## config.mk

```make
export PLATFORM = sky130hd
export DESIGN_NAME = cpu_monitor_flat
export DESIGN_NICKNAME = d
export VERILOG_FILES = /design/src/rtl/cpu_monitor_if.sv /design/src/rtl/cpu_monitor.sv /design/src/flat_wrapper.sv
export SDC_FILE = /design/constraint.sdc
export NUM_CORES = 1
export LEC_CHECK = 0
export ABC_AREA = 1
export CAP_MARGIN = 10
export CORE_UTILIZATION = 60
export CTS_CLUSTER_DIAMETER = 60
export DETAILED_ROUTE_END_ITERATION = 8
export PLACE_DENSITY = 0.8
export SETUP_SLACK_MARGIN = 0.3
export SYNTH_ARGS = -nofsm -noshare
export SYNTH_HDL_FRONTEND = slang
export SYNTH_SLANG_ARGS = --single-unit
```

## constraint.sdc

```tcl
create_clock -name clk -period 15.5 [get_ports clk]
set_input_delay 2.325 -clock clk [delete_from_list [all_inputs] [get_ports clk]]
set_output_delay 2.325 -clock clk [all_outputs]
set_load 0.01 [all_outputs]
```

## src/rtl/cpu_monitor_if.sv

```systemverilog
// Observation bus between the cpu core and the debug monitor.
// It carries the regfile request/grant handshake and the data-memory write events.
interface cpu_monitor_if;
    logic        mon_regfile_request;
    logic [3:0]  mon_regfile_ra;
    logic        mon_regfile_grant;
    logic [15:0] mon_regfile_rd;
    logic        mon_memupdate;
    logic [7:0]  mon_memaddr;
    logic [15:0] mon_memdata;

    modport master (
        input  mon_regfile_request, mon_regfile_ra,
        output mon_regfile_grant, mon_regfile_rd,
        output mon_memupdate, mon_memaddr, mon_memdata
    );

    modport slave (
        output mon_regfile_request, mon_regfile_ra,
        input  mon_regfile_grant, mon_regfile_rd,
        input  mon_memupdate, mon_memaddr, mon_memdata
    );
endinterface

```

## src/rtl/cpu_monitor.sv

```systemverilog
// Debug monitor for the cpu core. It keeps a shadow copy of the 16 registers by continuous
// request/grant scanning, and it queues memory-write events in a small FIFO for the display.
module cpu_monitor #(
    parameter int TIMEOUT  = 64,
    parameter int EV_DEPTH = 4
) (
    input  logic                        clk,
    input  logic                        rst,
    cpu_monitor_if.slave                mon,
    input  logic                        scan_en,
    input  logic [3:0]                  sel_reg,
    output logic [15:0]                 sel_data,
    output logic                        sel_valid,
    output logic                        scan_done,
    output logic                        ev_valid,
    output logic [7:0]                  ev_addr,
    output logic [15:0]                 ev_data,
    input  logic                        ev_pop,
    output logic [$clog2(EV_DEPTH):0]   ev_count,
    output logic                        ev_overflow,
    input  logic                        ev_clear
);
    localparam int TW = $clog2(TIMEOUT);
    localparam int AW = $clog2(EV_DEPTH);
    localparam int CW = AW + 1;

    typedef enum logic [1:0] {S_IDLE = 2'd0, S_REQ = 2'd1, S_REL = 2'd2} state_t;

    state_t         r_state, w_next_state;
    logic           r_grant_q, r_mem_q;
    logic           r_request, r_scan_done, r_sel_valid;
    logic [3:0]     r_ra, r_index;
    logic [TW-1:0]  r_timer;
    logic [15:0]    r_shadow [16];
    logic [15:0]    r_valid;
    logic [15:0]    r_sel_data;

    logic           w_grant_rise, w_mem_rise;
    logic           w_capture, w_timeout, w_issue, w_advance;
    logic           w_request_nxt, w_scan_done_nxt;
    logic [3:0]     w_index_nxt, w_ra_nxt;
    logic [TW-1:0]  w_timer_nxt;
    logic           w_sel_hit;

    assign w_grant_rise = mon.mon_regfile_grant & ~r_grant_q;
    assign w_mem_rise   = mon.mon_memupdate & ~r_mem_q;
    assign w_sel_hit    = (sel_reg == r_index);

    // Scan FSM state register
    always_ff @(posedge clk or posedge rst) begin
        if (rst) begin
            r_state <= S_IDLE;
        end else begin
            r_state <= w_next_state;
        end
    end

    // Scan FSM next-state and handshake events
    always_comb begin
        w_next_state = r_state;
        w_capture    = 1'b0;
        w_timeout    = 1'b0;
        w_issue      = 1'b0;
        w_advance    = 1'b0;
        case (r_state)
            S_IDLE: begin
                if (scan_en) begin
                    w_issue      = 1'b1;
                    w_next_state = S_REQ;
                end else begin
                    w_next_state = S_IDLE;
                end
            end
            S_REQ: begin
                if (w_grant_rise) begin
                    w_capture    = 1'b1;
                    w_next_state = S_REL;
                end else if (r_timer == TW'(TIMEOUT - 1)) begin
                    w_timeout    = 1'b1;
                    w_next_state = S_REL;
                end else begin
                    w_next_state = S_REQ;
                end
            end
            S_REL: begin
                // The cpu must drop grant before the next request, so grants never merge.
                if (!mon.mon_regfile_grant) begin
                    w_advance = 1'b1;
                    if (scan_en) begin
                        w_issue      = 1'b1;
                        w_next_state = S_REQ;
                    end else begin
                        w_next_state = S_IDLE;
                    end
                end else begin
                    w_next_state = S_REL;
                end
            end
            default: begin
                w_next_state = S_IDLE;
            end
        endcase
    end

    // Scan FSM outputs: next values of the registered handshake signals
    always_comb begin
        w_index_nxt     = w_advance ? (r_index + 4'd1) : r_index;
        w_ra_nxt        = w_issue ? w_index_nxt : r_ra;
        w_timer_nxt     = r_timer;
        w_request_nxt   = r_request;
        w_scan_done_nxt = (w_capture | w_timeout) & (r_index == 4'd15);
        if (w_issue) begin
            w_request_nxt = 1'b1;
            w_timer_nxt   = '0;
        end else if (w_capture | w_timeout) begin
            w_request_nxt = 1'b0;
        end else if (r_state == S_REQ) begin
            w_timer_nxt = r_timer + TW'(1);
        end else begin
            w_timer_nxt = r_timer;
        end
    end

    // Handshake registers, shadow array and selected-register view
    always_ff @(posedge clk or posedge rst) begin
        if (rst) begin
            r_grant_q   <= 1'b0;
            r_request   <= 1'b0;
            r_ra        <= 4'd0;
            r_index     <= 4'd0;
            r_timer     <= '0;
            r_scan_done <= 1'b0;
            r_valid     <= 16'h0000;
            r_sel_data  <= 16'h0000;
            r_sel_valid <= 1'b0;
            for (int i = 0; i < 16; i++) begin
                r_shadow[i] <= 16'h0000;
            end
        end else begin
            r_grant_q   <= mon.mon_regfile_grant;
            r_request   <= w_request_nxt;
            r_ra        <= w_ra_nxt;
            r_index     <= w_index_nxt;
            r_timer     <= w_timer_nxt;
            r_scan_done <= w_scan_done_nxt;
            if (w_capture) begin
                r_shadow[r_index] <= mon.mon_regfile_rd;
                r_valid[r_index]  <= 1'b1;
            end else if (w_timeout) begin
                r_valid[r_index]  <= 1'b0;
            end
            // Bypass so a capture to the selected entry shows up without an extra cycle.
            if (w_capture && w_sel_hit) begin
                r_sel_data  <= mon.mon_regfile_rd;
                r_sel_valid <= 1'b1;
            end else if (w_timeout && w_sel_hit) begin
                r_sel_data  <= r_shadow[sel_reg];
                r_sel_valid <= 1'b0;
            end else begin
                r_sel_data  <= r_shadow[sel_reg];
                r_sel_valid <= r_valid[sel_reg];
            end
        end
    end

    assign mon.mon_regfile_request = r_request;
    assign mon.mon_regfile_ra      = r_ra;
    assign sel_data                = r_sel_data;
    assign sel_valid               = r_sel_valid;
    assign scan_done               = r_scan_done;

    logic [7:0]     r_fifo_addr [EV_DEPTH];
    logic [15:0]    r_fifo_data [EV_DEPTH];
    logic [AW-1:0]  r_wr_ptr, r_rd_ptr;
    logic [CW-1:0]  r_count;
    logic           r_overflow;
    logic           w_pop_ok, w_full, w_push_ok;

    assign w_pop_ok  = ev_pop && (r_count != CW'(0));
    assign w_full    = (r_count == CW'(EV_DEPTH));
    assign w_push_ok = w_mem_rise && (!w_full || w_pop_ok);

    // Memory-event FIFO; clear wins over any same-cycle push or pop
    always_ff @(posedge clk or posedge rst) begin
        if (rst) begin
            r_mem_q    <= 1'b0;
            r_wr_ptr   <= '0;
            r_rd_ptr   <= '0;
            r_count    <= '0;
            r_overflow <= 1'b0;
            for (int i = 0; i < EV_DEPTH; i++) begin
                r_fifo_addr[i] <= 8'h00;
                r_fifo_data[i] <= 16'h0000;
            end
        end else begin
            r_mem_q <= mon.mon_memupdate;
            if (ev_clear) begin
                r_wr_ptr   <= '0;
                r_rd_ptr   <= '0;
                r_count    <= '0;
                r_overflow <= 1'b0;
            end else begin
                if (w_push_ok) begin
                    r_fifo_addr[r_wr_ptr] <= mon.mon_memaddr;
                    r_fifo_data[r_wr_ptr] <= mon.mon_memdata;
                    r_wr_ptr              <= r_wr_ptr + AW'(1);
                end
                if (w_pop_ok) begin
                    r_rd_ptr <= r_rd_ptr + AW'(1);
                end
                if (w_mem_rise && !w_push_ok) begin
                    r_overflow <= 1'b1;
                end
                case ({w_push_ok, w_pop_ok})
                    2'b10:   r_count <= r_count + CW'(1);
                    2'b01:   r_count <= r_count - CW'(1);
                    default: r_count <= r_count;
                endcase
            end
        end
    end

    assign ev_valid    = (r_count != CW'(0));
    assign ev_addr     = ev_valid ? r_fifo_addr[r_rd_ptr] : 8'h00;
    assign ev_data     = ev_valid ? r_fifo_data[r_rd_ptr] : 16'h0000;
    assign ev_count    = r_count;
    assign ev_overflow = r_overflow;
endmodule

```

## src/flat_wrapper.sv

```systemverilog
// flat-port wrapper written by rule: the top's interface ports become plain ports
module cpu_monitor_flat 
#(
    parameter int TIMEOUT  = 64,
    parameter int EV_DEPTH = 4
)
  (clk, rst, scan_en, sel_reg, sel_data, sel_valid, scan_done, ev_valid, ev_addr, ev_data, ev_pop, ev_count, ev_overflow, ev_clear, mon_mon_regfile_request, mon_mon_regfile_ra, mon_mon_regfile_grant, mon_mon_regfile_rd, mon_mon_memupdate, mon_mon_memaddr, mon_mon_memdata);
  cpu_monitor_if mon_i ();
  input  logic clk;
  input  logic rst;
  input  logic scan_en;
  input  logic [3:0] sel_reg;
  output logic [15:0] sel_data;
  output logic sel_valid;
  output logic scan_done;
  output logic ev_valid;
  output logic [7:0] ev_addr;
  output logic [15:0] ev_data;
  input  logic ev_pop;
  output logic [$clog2(EV_DEPTH):0] ev_count;
  output logic ev_overflow;
  input  logic ev_clear;
  output wire logic [$bits(mon_i.mon_regfile_request)-1:0] mon_mon_regfile_request;
  output wire logic [$bits(mon_i.mon_regfile_ra)-1:0] mon_mon_regfile_ra;
  input wire logic [$bits(mon_i.mon_regfile_grant)-1:0] mon_mon_regfile_grant;
  input wire logic [$bits(mon_i.mon_regfile_rd)-1:0] mon_mon_regfile_rd;
  input wire logic [$bits(mon_i.mon_memupdate)-1:0] mon_mon_memupdate;
  input wire logic [$bits(mon_i.mon_memaddr)-1:0] mon_mon_memaddr;
  input wire logic [$bits(mon_i.mon_memdata)-1:0] mon_mon_memdata;
  assign mon_mon_regfile_request = mon_i.mon_regfile_request;
  assign mon_mon_regfile_ra = mon_i.mon_regfile_ra;
  assign mon_i.mon_regfile_grant = mon_mon_regfile_grant;
  assign mon_i.mon_regfile_rd = mon_mon_regfile_rd;
  assign mon_i.mon_memupdate = mon_mon_memupdate;
  assign mon_i.mon_memaddr = mon_mon_memaddr;
  assign mon_i.mon_memdata = mon_mon_memdata;
  cpu_monitor #(.TIMEOUT(TIMEOUT), .EV_DEPTH(EV_DEPTH)) u_core (.clk(clk), .rst(rst), .mon(mon_i), .scan_en(scan_en), .sel_reg(sel_reg), .sel_data(sel_data), .sel_valid(sel_valid), .scan_done(scan_done), .ev_valid(ev_valid), .ev_addr(ev_addr), .ev_data(ev_data), .ev_pop(ev_pop), .ev_count(ev_count), .ev_overflow(ev_overflow), .ev_clear(ev_clear));
endmodule
```

==> run_1/clock_wires.png <==
Scale: 2 px per um.
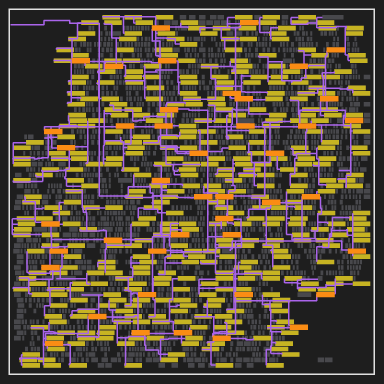
clock wires: marked purple, length 4600 um. flip-flops: marked yellow, count 413. clock-net drivers: marked orange, count 43.
There are 44 routed clock nets.

==> run_1/clock_nets.png <==
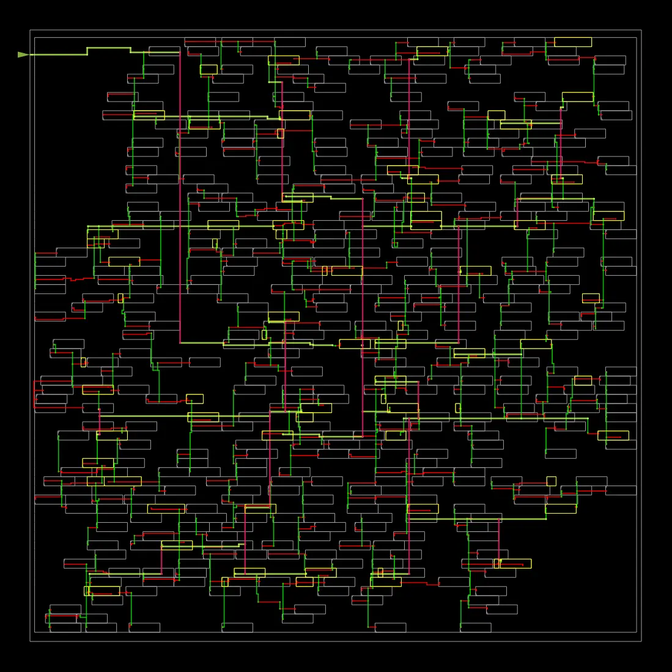
Inserted Clock Buffers: 43
Flops: 413
Final Skew: 20.6 ps
clkbuf count: 65
Clk Latency, worst-skew pair: 540 ps

==> reports/qor.csv, run 1 <==
metric,value,unit
status,completed,
# nets final,2608,
chip area,33000,um^2
Netlist cell types,28,
number of DRC markers in iteration 0,1560,
critical path capture point,ev_data[9],
cell type with the largest total area,dfrtp_1,
clock sinks,413,
layout filler cell count,2457,
reg2reg path depth,3,
placed insts,2904,
Crit path largest cell delay,970,ps
CTS tree,yes,
Floorplan Nets,2592,
Hold Buf Count CTS,0,
Setup crit start kind,flip-flop,
Synth Area per Inst,7.66,um^2
Main logic family,simple AND/OR/NAND/NOR gates,
internal power,2.28,mW
top cells by area,"dfrtp_1, nand2_1, o21ai_0",
clock root buffer,clkbuf_16,
largest net degree at the start of global routing,185,
critical path class,reg2out,
Max Cap Viol,0,
main flop type,dfrtp_1,
Log Warnings,36,
TritonRoute pass-1 iters,5,
Antenna Cells,0,
Yosys Instances,2531,
RSZ-0062 raised after global routing,false,
Top-area cell share,53.3,%
IO Pins,103,
area of the core,31600,um^2
register-to-register setup slack,12980,ps
YS warnings,0,
row cnt,65,
worst hold path depth,2,
most frequent logic cell in the layout,nand2_1,
cycle use final,38.3,%
"FA/HA/MAJ Cells, Area Fraction",0.684,%
Longest Clk Path Bufs,3,
Synth-to-Final Area Change,13.0,%
final hold vios,0,
==> run_1/m1.png <==
Scale: 1.5 px per um. Supply wires on this layer in gray.
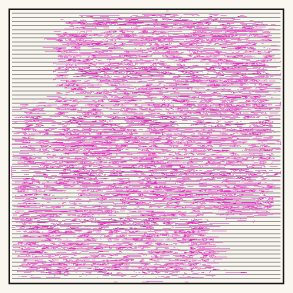
The layer holds 42% of the routed length. 2443 nets have wire on it. The longest straight run is 58.4 um. The layer carries 20.7 mm of wire.
vias: 16600
final WL: 49.2 mm
met1 Usage GRT: 41.9%

## run 1: metrics by stage
stage | area, um^2 | total power [mW] | hold slack [ps] | utilization [%]
after floorplan | 19400 | 2.02 | 442 | -
after global placement | 20500 | 2.26 | 457 | 64.8
after detailed placement | 20500 | 2.30 | 460 | 64.8
after CTS | 21900 | 3.33 | 475 | 69.3
after global routing | 21900 | 3.53 | 498 | 69.3
final | 21900 | 3.33 | 474 | 69.3
## run 1: metal layers
layer | up-vias | share of wire, % | track usage, %
met5 | - | 0 | 0
met4 | 0 | 3.1 | 11.6
met3 | 126 | 7.8 | 4.39
met2 | 673 | 47 | 50.5
met1 | 7894 | 42 | 41.9
li1 | 7924 | - | -
## run 1: cell type report
| type | count | area [um^2] | area share (%) |
|---|---|---|---|
| timing repair buffer | 133 | 1260 | 5.74 |
| tap | 402 | 503 | 2.30 |
| multi-input combinational | 1669 | 7310 | 33.4 |
| sequential | 413 | 10300 | 47.2 |
| clock inverter | 8 | 133 | 0.605 |
| clock buffer | 65 | 1280 | 5.84 |
| inverter | 287 | 1090 | 4.97 |
## run 1: sequential cells by signal, indices dropped and copies added (netlist names), named ones only
signal and count:
u_core.r_fifo_data 64, u_core.r_fifo_addr 32, u_core.ev_overflow 1, u_core.r_grant_q 1, u_core.r_timer 6, u_core.sel_valid 1, u_core.r_shadow 256, u_core.r_index 4
u_core.mon.mon_regfile_ra 4, u_core.scan_done 1, u_core.sel_data 16, u_core.r_wr_ptr 2, u_core.ev_count 3, u_core.r_mem_q 1, u_core.r_rd_ptr 2, u_core.r_state 2
u_core.mon.mon_regfile_request 1
## run 1: worst max-delay path, delay by kind of cell (launching register included)
kind	cells	cell delay, ps
AND-OR/OR-AND	2	290
flip-flops	1	970
buffers and inverters	2	1480
AND/OR/NAND/NOR	1	310
==> run_1/util_map.png <==
Scale: 2 px per um. 18 x 18 tiles, from white (low) to dark blue (high), 0 to 100% covered.
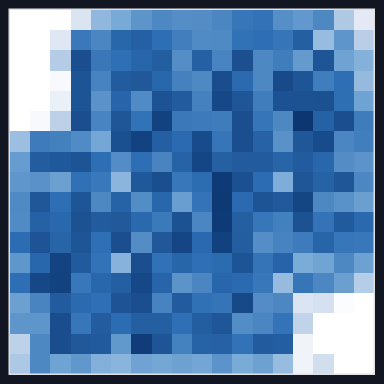

==> run 2, diff against run 1 <==
==> constraint.sdc (replaced) <==
create_clock -name clk -period 5.63 [get_ports clk]
set_input_delay 0.8445 -clock clk [delete_from_list [all_inputs] [get_ports clk]]
set_output_delay 0.8445 -clock clk [all_outputs]
set_load 0.01 [all_outputs]
==> run_2/util_map.png <==
Scale: 2 px per um. 18 x 18 tiles, from white (low) to dark blue (high), 0 to 100% covered.
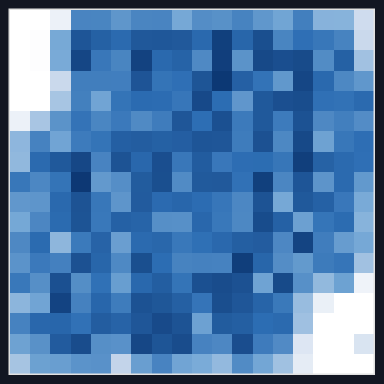
The fullest tile reaches 97%. 40% of the tiles are over 75% full. 6.2% of the tiles are nearly empty. The mean over all tiles is 65%. The emptiest ninth of the die: lower right.

==> run_2/m1.png <==
Scale: 1.5 px per um. Supply wires on this layer in gray.
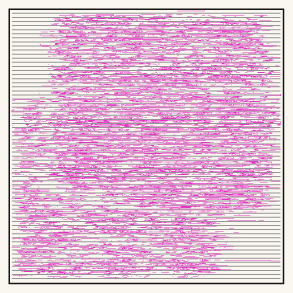
The longest straight run is 53.8 um. The layer carries 21.4 mm of wire. 2429 nets have wire on it. The wires run mostly horizontal. The layer holds 43% of the routed length.

==> run_2/clock_wires.png <==
Scale: 2 px per um.
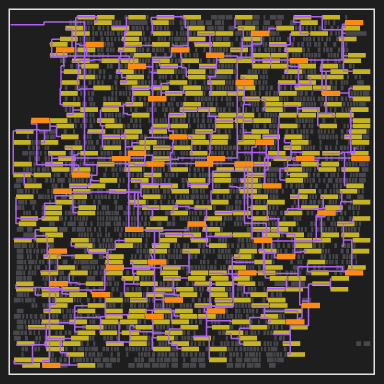
clock-net power: 2.84 mW
Final Skew: 13.5 ps
clock power share: 31.0%

==> run 2 against run 1 <==
  * Setup slack worse by 8300 ps
  * Sequential cell count stayed put
  * Clock power rose to 2.8 times the previous value
  * Utilization up 0.11 points
  * Largest cell class unchanged
  * Largest power group unchanged
  * Highest routed layer unchanged
==> reports/qor.csv, run 2 <==
metric,value,unit,change
status,completed,,unchanged
placed insts,2905,,was 2904
Inserted Clock Buffers,43,,unchanged
Crit path largest cell delay,900,ps,was 970 ps
largest net degree at the start of global routing,154,,was 185
chip area,33000,um^2,unchanged
post-route cell area,21900,um^2,about the same
Top-area cell share,53.3,%,unchanged
Hold Buf Count CTS,0,,unchanged
Netlist cell types,28,,unchanged
Main logic family,simple AND/OR/NAND/NOR gates,,unchanged
vias,16700,,was 16600
main flop type,dfrtp_1,,unchanged
cycle use final,77.1,%,
Largest register FFs,256,,unchanged
RSZ-0062 raised after global routing,false,,unchanged
"Clk Latency, worst-skew pair",540,ps,about the same
IO Pins,103,,unchanged
CTS tree,yes,,unchanged
top flop regs,"u_core.r_shadow x256, u_core.r_fifo_data x64, u_core.r_fifo_addr x32",,unchanged
worst path bufs/invs,2,,unchanged
top cells by area,"dfrtp_1, nand2_1, o21ai_0",,unchanged
clock root buffer,clkbuf_16,,unchanged
"delay-heaviest family, CP",buffers and inverters,,unchanged
"FA/HA/MAJ Cells, Area Fraction",0.684,%,unchanged
layout filler cell count,2513,,was 2457
row cnt,65,,unchanged
critical path class,reg2out,,unchanged
Floorplan Nets,2592,,unchanged
Reg with most FFs,u_core.r_shadow,,unchanged
==> run 2: path summary, 6_finish.rpt <==
path	start	end	slack (ps)	cells past startpoint
max in group asynchronous	rst	u_core.sel_data[5]	3730	3
min in group asynchronous	rst	u_core.r_fifo_data[25]	650	2
hold / removal	flip-flop	flip-flop	470	2
setup reg to reg	u_core.r_rd_ptr[1]	u_core.r_rd_ptr[1]	3260	3
setup / recovery	u_core.r_rd_ptr[1]	ev_data[7]	1290	5
hold reg to reg	flip-flop	flip-flop	470	2
==> run 2: metal layers <==
metal,wire length (um),track usage (%)
met2,23400,50.9
met3,3410,3.69
met5,0,0
met1,21400,43.7
met4,1570,11.7
==> run 2: cell type report <==
class                           instances  area (um^2)  share of cell area, %
Antenna cell                            1         2.50                 0.0114
Multi-Input combinational cell       1669         7310                   33.3
Inverter                              287         1080                   4.94
Sequential cell                       413        10300                   47.1
Clock buffer                           60         1210                   5.51
Clock inverter                         16          194                  0.884
Tap cell                              402          503                   2.29
Timing Repair Buffer                  135         1310                   5.95
==> run 2: stage by stage <==
stage          total power, mW  hold slack [ps]  setup slack (ps)
2_1_floorplan             5.57              442              -782
3_3_place_gp              6.21              460              2040
3_5_place_dp              6.32              460              1900
4_1_cts                   9.18              475              1340
5_1_grt                   9.72              497              1020
6_report                  9.15              473              1290
==> run 2: worst min-delay path, stage by stage, from the launching register on <==
cell,delay [ps]
dfrtp_1,340
nand2_1,50
nand2_1,40
==> run 2: power breakdown <==
group | total [mW] | switching (mW) | internal, mW
sequential | 4.09 | 0.420 | 3.67
combinational | 2.22 | 1.32 | 0.905
clock | 2.84 | 1.15 | 1.68
total | 9.15 | 2.89 | 6.26
==> run_2/m3.png <==
Scale: 2 px per um. Cells faint in the background.
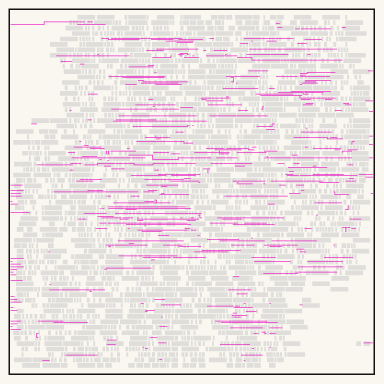

==> run 3, diff against run 2 <==
--- a/config.mk
+++ b/config.mk
@@ -7,10 +7,10 @@
 export LEC_CHECK = 0
 export ABC_AREA = 1
 export CAP_MARGIN = 10
-export CORE_UTILIZATION = 60
+export CORE_UTILIZATION = 54
 export CTS_CLUSTER_DIAMETER = 60
 export DETAILED_ROUTE_END_ITERATION = 8
-export PLACE_DENSITY = 0.8
+export PLACE_DENSITY = 0.76
 export SETUP_SLACK_MARGIN = 0.3
 export SYNTH_ARGS = -nofsm -noshare
 export SYNTH_HDL_FRONTEND = slang
==> constraint.sdc (replaced) <==
create_clock -name clk -period 3.7 [get_ports clk]
set_input_delay 0.555 -clock clk [delete_from_list [all_inputs] [get_ports clk]]
set_output_delay 0.555 -clock clk [all_outputs]
set_load 0.01 [all_outputs]
==> run_3/m3.png <==
Scale: 2 px per um. Cells faint in the background.
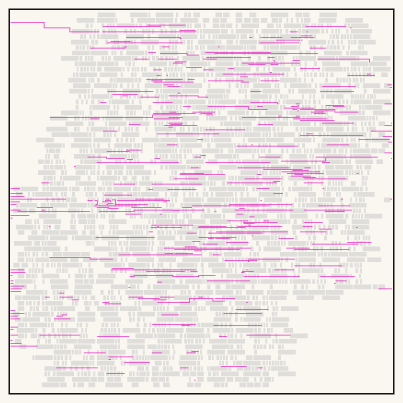
The wires run mostly horizontal. The layer holds 7.4% of the routed length.
vias: 16800
met3 Usage GRT: 4.09%

==> run_3/clock_wires.png <==
Scale: 2 px per um.
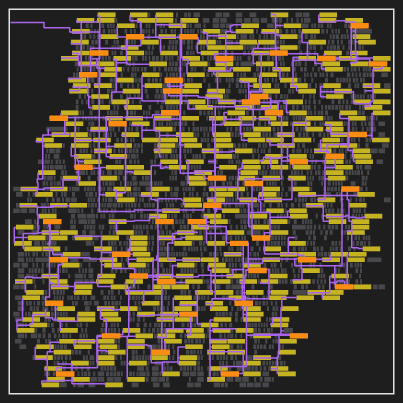
clock-net drivers: marked orange, count 45. flip-flops: marked yellow, count 413. clock wires: marked purple, length 4990 um.
There are 46 routed clock nets.

==> run 3 against run 2 <==
  * First-iteration DRC count is 3.0% higher
  * Register-to-register slack worse by 1700 ps
  * Sequential share of layout area is 0.60 points lower
  * Via count is 0.51% higher
  * Clock power is 57% higher
==> reports/qor.csv, run 3 <==
metric,value,unit,change
top flop regs,"u_core.r_shadow x256, u_core.r_fifo_data x64, u_core.r_fifo_addr x32",,unchanged
status,completed,,unchanged
number of DRC markers in iteration 0,1770,,was 1719
pre-CTS setup slack,802,ps,was 1900 ps
top cells by area,"dfrtp_1, nand2_1, o21ai_0",,unchanged
Floorplan Nets,2592,,unchanged
met2 GRT Util,46.0,%,was 50.9%
Largest register FFs,256,,unchanged
Longest Clk Path Bufs,3,,unchanged
Reg with most FFs,u_core.r_shadow,,unchanged
largest net degree at the start of global routing,137,,was 154
clock sinks,413,,unchanged
main flop type,dfrtp_1,,unchanged
Synth-to-Final Area Change,14.7,%,was 13.2%
RSZ-0062 raised after global routing,false,,unchanged
chip area,36700,um^2,was 33000 um^2
# nets final,2625,,was 2610
critical path class,reg2out,,unchanged
Antenna Cells,0,,was 1
hold_ws,374,ps,was 473 ps
setup ws final,472,ps,was 1290 ps
Hold Buf Count CTS,0,,unchanged
Power Total,14.1,mW,was 9.15 mW
"delay-heaviest family, CP",buffers and inverters,,unchanged
Crit path largest cell delay,560,ps,was 900 ps
worst path bufs/invs,3,,was 2
fin util,62.7,%,was 69.4%
row cnt,69,,was 65
Setup crit start kind,flip-flop,,unchanged
final hold vios,0,,unchanged
cycle use final,87.2,%,
clock root buffer,clkbuf_16,,unchanged
most frequent logic cell in the layout,nand2_1,,unchanged
==> run_3/m1.png <==
Scale: 1.5 px per um. Supply wires on this layer in gray.
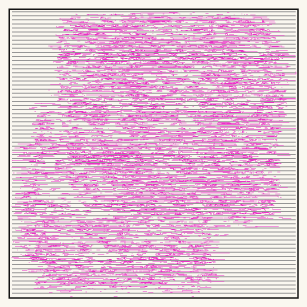
final WL: 50.3 mm
met1 Usage GRT: 40.6%

==> run 3: cell counts after synthesis <==
No cell type changed its count.
==> run 3: area by class of cell <==
cell class              count  area, um^2  area share [%]
multi-input cells        1669        7310            32.9
clock inverters            17         160           0.720
flip-flops and latches    413       10300            46.5
inverters                 287        1080            4.87
well taps                 461         577            2.59
repair buffers            148        1450            6.51
clock buffers              64        1320            5.93
==> run 3: logic make-up after synthesis <==
group	synth area share, %
DFF	53.3
buffers and inverters	8.99
AOI/OAI and AO/OA	11.7
and+or+nand+nor	24.7
xor gates and xnor gates	0.587
adders and majority gates	0.684
==> run 3: power by group <==
group	switching (mW)	internal [mW]
Sequential	0.631	5.59
Combinational	2.03	1.39
Clock	1.84	2.62
Total	4.50	9.60
==> run 3: worst paths after layout <==
path / from / to / slack [ps] / depth (start not counted)
worst max-delay path: u_core.r_rd_ptr[0] / ev_addr[5] / 470 / 5
worst min-delay path: rst / u_core.r_shadow[149] / 370 / 2
worst max register to register: u_core.r_state[1] / u_core.r_shadow[108] / 1510 / 5
worst min register to register: u_core.r_fifo_data[38] / u_core.r_fifo_data[38] / 480 / 2
max in group asynchronous: rst / u_core.r_timer[5] / 2390 / 3
min in group clk: u_core.r_fifo_data[38] / u_core.r_fifo_data[38] / 480 / 2
==> run 3: through the flow <==
stage                     instances  area [um^2]
final                          3059        22200
after global routing           3059        22200
after CTS                      3059        22200
after detailed placement       2978        20800
after global placement         2978        20800
after floorplan                2531        19400
==> run 3: per-layer routing <==
layer | wire (um) | part of all wire [%]
met2 | 23600 | 47
met4 | 1110 | 2.2
met5 | 0 | 0
met1 | 21900 | 44
met3 | 3720 | 7.4
Power is estimated from default activity; no workload was simulated.
